===== config.mk =====
export PLATFORM = sky130hd
export DESIGN_NAME = spi_master
export DESIGN_NICKNAME = d
export VERILOG_FILES = /design/src/rtl/spi_master.sv
export SDC_FILE = /design/constraint.sdc
export NUM_CORES = 1
export LEC_CHECK = 0
export CORE_MARGIN = 2
export CORE_UTILIZATION = 35
export CTS_CLUSTER_DIAMETER = 150
export DETAILED_ROUTE_END_ITERATION = 10
export PLACE_DENSITY = 0.6
export SETUP_SLACK_MARGIN = 0.15
export SKIP_LAST_GASP = 1
export SYNTH_ARGS = -nofsm -noshare
export SYNTH_HDL_FRONTEND = slang
export SYNTH_SLANG_ARGS = --single-unit

===== constraint.sdc =====
create_clock -name clk -period 2 [get_ports clk]
set_input_delay 0.4 -clock clk [delete_from_list [all_inputs] [get_ports clk]]
set_output_delay 0.4 -clock clk [all_outputs]
set_load 0.02 [all_outputs]

===== src/rtl/spi_master.sv =====
// spi_master: SPI initiator serialising one 16-bit {addr, rw, data} frame per request
module spi_master #(
  parameter int HALF_PERIOD = 8,
  parameter int CS_SETUP    = 8,
  parameter int CS_HOLD     = 8
) (
  input  logic       clk,
  input  logic       reset,
  input  logic       start,
  input  logic       rw,
  input  logic [6:0] addr,
  input  logic [7:0] wdata,
  output logic       busy,
  output logic       done,
  output logic [7:0] rdata,
  output logic       sclk_pin,
  output logic       cs_pin,
  output logic       mosi_pin,
  input  logic       miso_pin
);
  localparam int M1 = HALF_PERIOD > CS_SETUP ? HALF_PERIOD : CS_SETUP;
  localparam int MX = M1 > CS_HOLD ? M1 : CS_HOLD;
  localparam int CW = $clog2(MX) + 1;
  localparam logic [CW-1:0] HP_T = CW'(HALF_PERIOD - 1);
  localparam logic [CW-1:0] SU_T = CW'(CS_SETUP - 1);
  localparam logic [CW-1:0] HD_T = CW'(CS_HOLD - 1);
  localparam logic [CW-1:0] GP_T = CW'(CS_HOLD);
  typedef enum logic [2:0] {IDLE, SETUP, SHIFT, HOLD, GAP} state_t;
  state_t        state;
  logic [CW-1:0] cnt;
  logic [4:0]    bit_cnt;
  logic [14:0]   shreg;
  logic [7:0]    rx;
  logic          rw_q;
  // frame sequencer: the MSB lives in mosi_pin, shreg holds the remaining 15 bits
  always_ff @(posedge clk or posedge reset) begin
    if (reset) begin
      state    <= IDLE;
      cnt      <= '0;
      bit_cnt  <= '0;
      shreg    <= '0;
      rx       <= '0;
      rw_q     <= 1'b0;
      busy     <= 1'b0;
      done     <= 1'b0;
      rdata    <= '0;
      sclk_pin <= 1'b0;
      cs_pin   <= 1'b1;
      mosi_pin <= 1'b0;
    end else begin
      done <= 1'b0;
      case (state)
        IDLE: begin
          busy <= 1'b0;
          if (start && !busy) begin
            state    <= SETUP;
            busy     <= 1'b1;
            cs_pin   <= 1'b0;
            shreg    <= {addr[5:0], rw, rw ? 8'h00 : wdata};
            mosi_pin <= addr[6];
            rw_q     <= rw;
            bit_cnt  <= '0;
            cnt      <= '0;
            rx       <= '0;
          end
        end
        SETUP: begin
          cnt   <= cnt == SU_T ? '0 : cnt + 1'b1;
          state <= cnt == SU_T ? SHIFT : SETUP;
        end
        SHIFT: begin
          if (cnt != HP_T) cnt <= cnt + 1'b1;
          else begin
            cnt      <= '0;
            sclk_pin <= !sclk_pin;
            if (!sclk_pin) begin
              if (rw_q && bit_cnt >= 5'd8) rx <= {rx[6:0], miso_pin};
            end else begin
              shreg    <= {shreg[13:0], 1'b0};
              mosi_pin <= bit_cnt == 5'd15 ? 1'b0 : shreg[14];
              bit_cnt  <= bit_cnt + 5'd1;
              state    <= bit_cnt == 5'd15 ? HOLD : SHIFT;
            end
          end
        end
        HOLD: begin
          cnt    <= cnt == HD_T ? '0 : cnt + 1'b1;
          cs_pin <= cnt == HD_T;
          state  <= cnt == HD_T ? GAP : HOLD;
        end
        GAP: begin
          if (cnt != GP_T) cnt <= cnt + 1'b1;
          else begin
            cnt   <= '0;
            state <= IDLE;
            done  <= 1'b1;
            if (rw_q) rdata <= rx;
          end
        end
        default: state <= IDLE;
      endcase
    end
  end
endmodule


Fig. 1: cell sizes after repair
Scale bar: 20 microns.
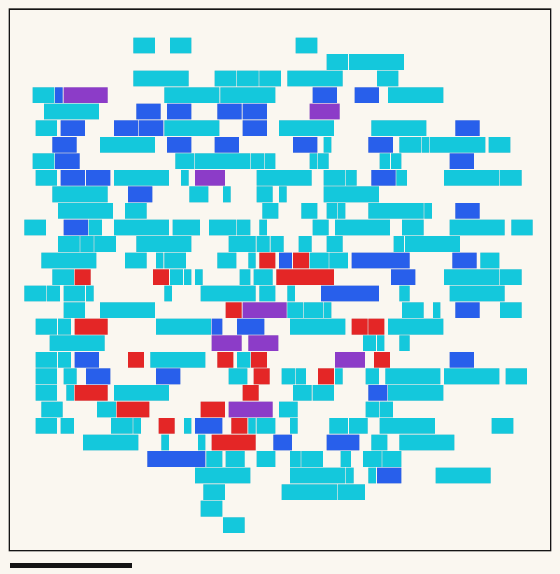
| size | colour | cells | share |
|---|---|---|---|
| _6 and larger | purple | 8 | 3.1% |
| _2 cells | blue | 43 | 17% |
| _0 and _1 cells | cyan | 185 | 72% |
| _3 and _4 cells | red | 22 | 8.5% |

Fig. 2: cell outlines without signal wires
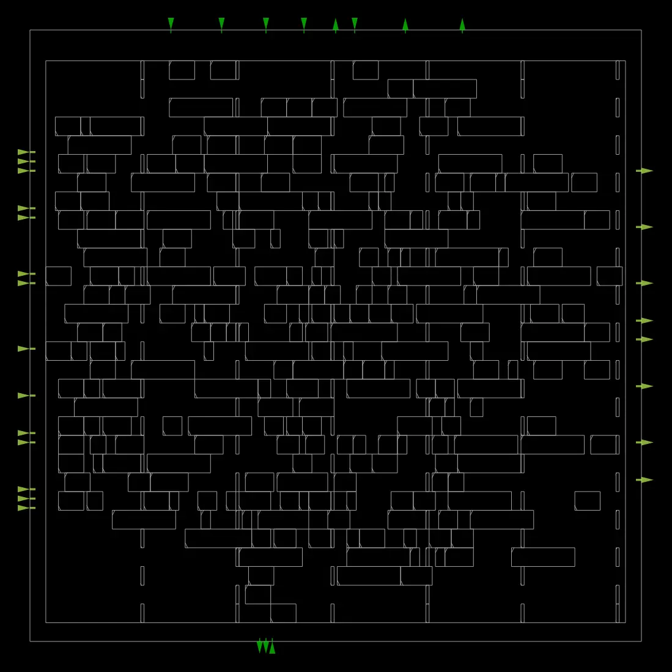
row count: 30
fin util: 0.461

==> results.txt <==
Implementation results are summarized by area below.

Global route
The global route total overflow is 0. The global-route wire length before repair is 8.08 mm. The number of global-route vias before repair is 1700. Summed over all routing layers, the global router reports a total usage of 0.136.

The met2 layer usage reported by global route is 0.222. The layer carrying the most global-route usage is met2. Entering global routing, the biggest net connects 50 pins. met1 track demand over resource after global routing is 0.178.

Critical path
STA lists the startpoint of the worst register-to-register path as cnt[0]. Per the STA report, the cell with the highest stage delay on the worst path is sky130_fd_sc_hd__clkdlybuf4s50_1. The slack of the worst reg-to-reg path is 250 ps. The capture point of the critical path was reported as mosi_pin.

The critical path maximum fanout is 16. Looking at the setup timing report, the critical path kind is in -> reg. The worst setup path is launched from an input pin. The terminus of the critical flop-to-flop path is mosi_pin.

The launch point of the critical path is start. In this run the critical path is formed by clkdlybuf4s50_1, or3b_4, o22ai_4, buf_12, mux2_2. The kind of end point of the critical path is a flop.

The largest single stage delay on the critical path is 490 ps. Along the critical path, the tally of buffer and inverter instances is 2. Counting buffers and inverters, the worst setup path is 5 cells deep.

Place
Per the gpl log, the routability congestion estimate is 0.787. Detailed placement reports a standard cell area of 3050 sq um. The count of buffers added on input and output ports is 32. Timing analysis after detailed placement gives a worst setup slack of -174 ps. Summed over all nets, the half-perimeter wirelength after detailed placement is 3.41 mm. The total placed cells including tap cells is 344.

Final timing
The time the final worst path needs with I/O delays and setup is 1820 ps. The worst slew slack as a fraction of its limit is 0.737. The end-of-flow timing check tallies setup violations at 0. The setup skew after layout is 5.98 ps.

Setup repair after global routing could not meet its margin everywhere. Adding up every negative setup slack in the final design gives 0 ps. Hold-check failures listed in the final report amount to 0. Once routing completed, OpenROAD measured the worst setup slack at 177 ps. The pin closest to its max-slew limit shows a slew of 394 ps. For this run, the top clock speed supported by timing is 549 MHz. The tightest hold path in the finished design has a slack of 437 ps.

Job
The number of warnings in the stage logs is 31.

Logic synthesis
The synthesized netlist occupies a cell area of 2520 sq um. For this run the top cell type by instance count after synthesis was sky130_fd_sc_hd__dfrtp_1. The number of instances in the synthesized netlist is 210. The post-synthesis mux area share is 0.209. The cell-mix breakdown from Yosys lists the simple-gate area share as 0.120.

The largest non-sequential cell family by area is multiplexers. Per the synthesis report, the dominant area consumer among library cells is sky130_fd_sc_hd__dfrtp_1. Yosys mapped a number of flops with a built-in enable equal to 0. The commonest cells after synthesis are sky130_fd_sc_hd__dfrtp_1 (48), sky130_fd_sc_hd__mux2_2 (32), sky130_fd_sc_hd__inv_1 (17), sky130_fd_sc_hd__mux2i_1 (12), sky130_fd_sc_hd__nand2_1 (9). Of the total synthesized cell area, the portion taken by full adders, half adders and majority gates is 0.0249.

The post-synth net total is 235. Synthesis instantiated 49 different standard cells from the library. After synthesis, the cell types taking the most area are sky130_fd_sc_hd__dfrtp_1 (48%), sky130_fd_sc_hd__mux2_2 (14%), sky130_fd_sc_hd__mux2i_1 (4.8%).

The stat command in Yosys gives a chip area of 2520 sq um. The top cell type's share of synthesized area is 0.477.

Floorplanning
In the floorplan report the effective utilization is 0.366. 33 I/O pins were placed. The total area inside the core boundary comes to 6870 sq um.

The die is 88.8 microns tall. The width of the die is 88.8 microns.

Drt
The remaining number of nets flagged by the antenna check after routing is 0. After detailed routing, no signal wire sits above met4. The routed wirelength on the met1 layer is recorded as 2.35 mm.

Per the detail_route log, met2 wirelength is 2.21 mm. Summed over all layers, the routed wires come to 4.78 mm. Summing over every cut layer, the via total after detailed routing is 1729. Once iteration 0 of detailed routing completed, the report listed 79 DRC markers. The final routed DRC violation total is 0.

Final layout
The area of all placed cells without fillers is 3170 sq um. In the layout the commonest cells are sky130_fd_sc_hd__dfrtp_1 (46), sky130_fd_sc_hd__mux2_2 (32), sky130_fd_sc_hd__clkdlybuf4s50_1 (31). The proportion of final cell area spent on non-clock buffers is 0.158. The relative area of clock buffers and inverters in the final design is 0.0257. Among all cell classes, the greatest summed area belongs to flip-flops and latches. The flop count is 49. Counting the inverters off the clock network in the layout gives 17. The layout has 7 clock buffers. Registers represent a cell area share of 0.388. The flip-flop count of the largest register after layout is 15. The register with the most flip-flops is shreg. The layout summary lists the proportion of cells stronger than drive strength 1 as 0.283. In the final layout, the registers with the most flip-flops are shreg (15), rdata (8), rx (8). The proportion of cell area occupied by multi-input gates is 0.370.

Power and ir drop
The sequential share of power is 0.459. The total sequential power is 1.59 mW. The part of the total power dissipated in the clock network is 0.163.

The total power is 3.46 mW. Internal power comes to 2.29 mW. The share of total power in combinational logic is 0.378.

Combinational power for this build is 1.31 mW. Summed over the clock group, the power is 563 uW. The power density over cell area is 1090 nW/um^2. The net switching power in the latest report is 1.17 mW. The worst-case vdd ir drop is 441 uV.

Clocking
Looking at the clock tree report, the H-tree level count equals 2. The total CTS buffers is 5. On the worst setup and hold paths after CTS, the clock-pin slew comes to 90 ps.

CTS saw 49 sinks. The number of buffers inserted to repair setup after CTS is 0. The worst-skew pair later-pin latency is 300 ps.

The maximum buffer depth of the clock tree is 2.

Outcome
The run finished with clean final reports.

Worst hold path
The type recorded for the worst min-delay path is in -> async.
Power figures rest on the tool's default switching activity, not on a simulated workload.
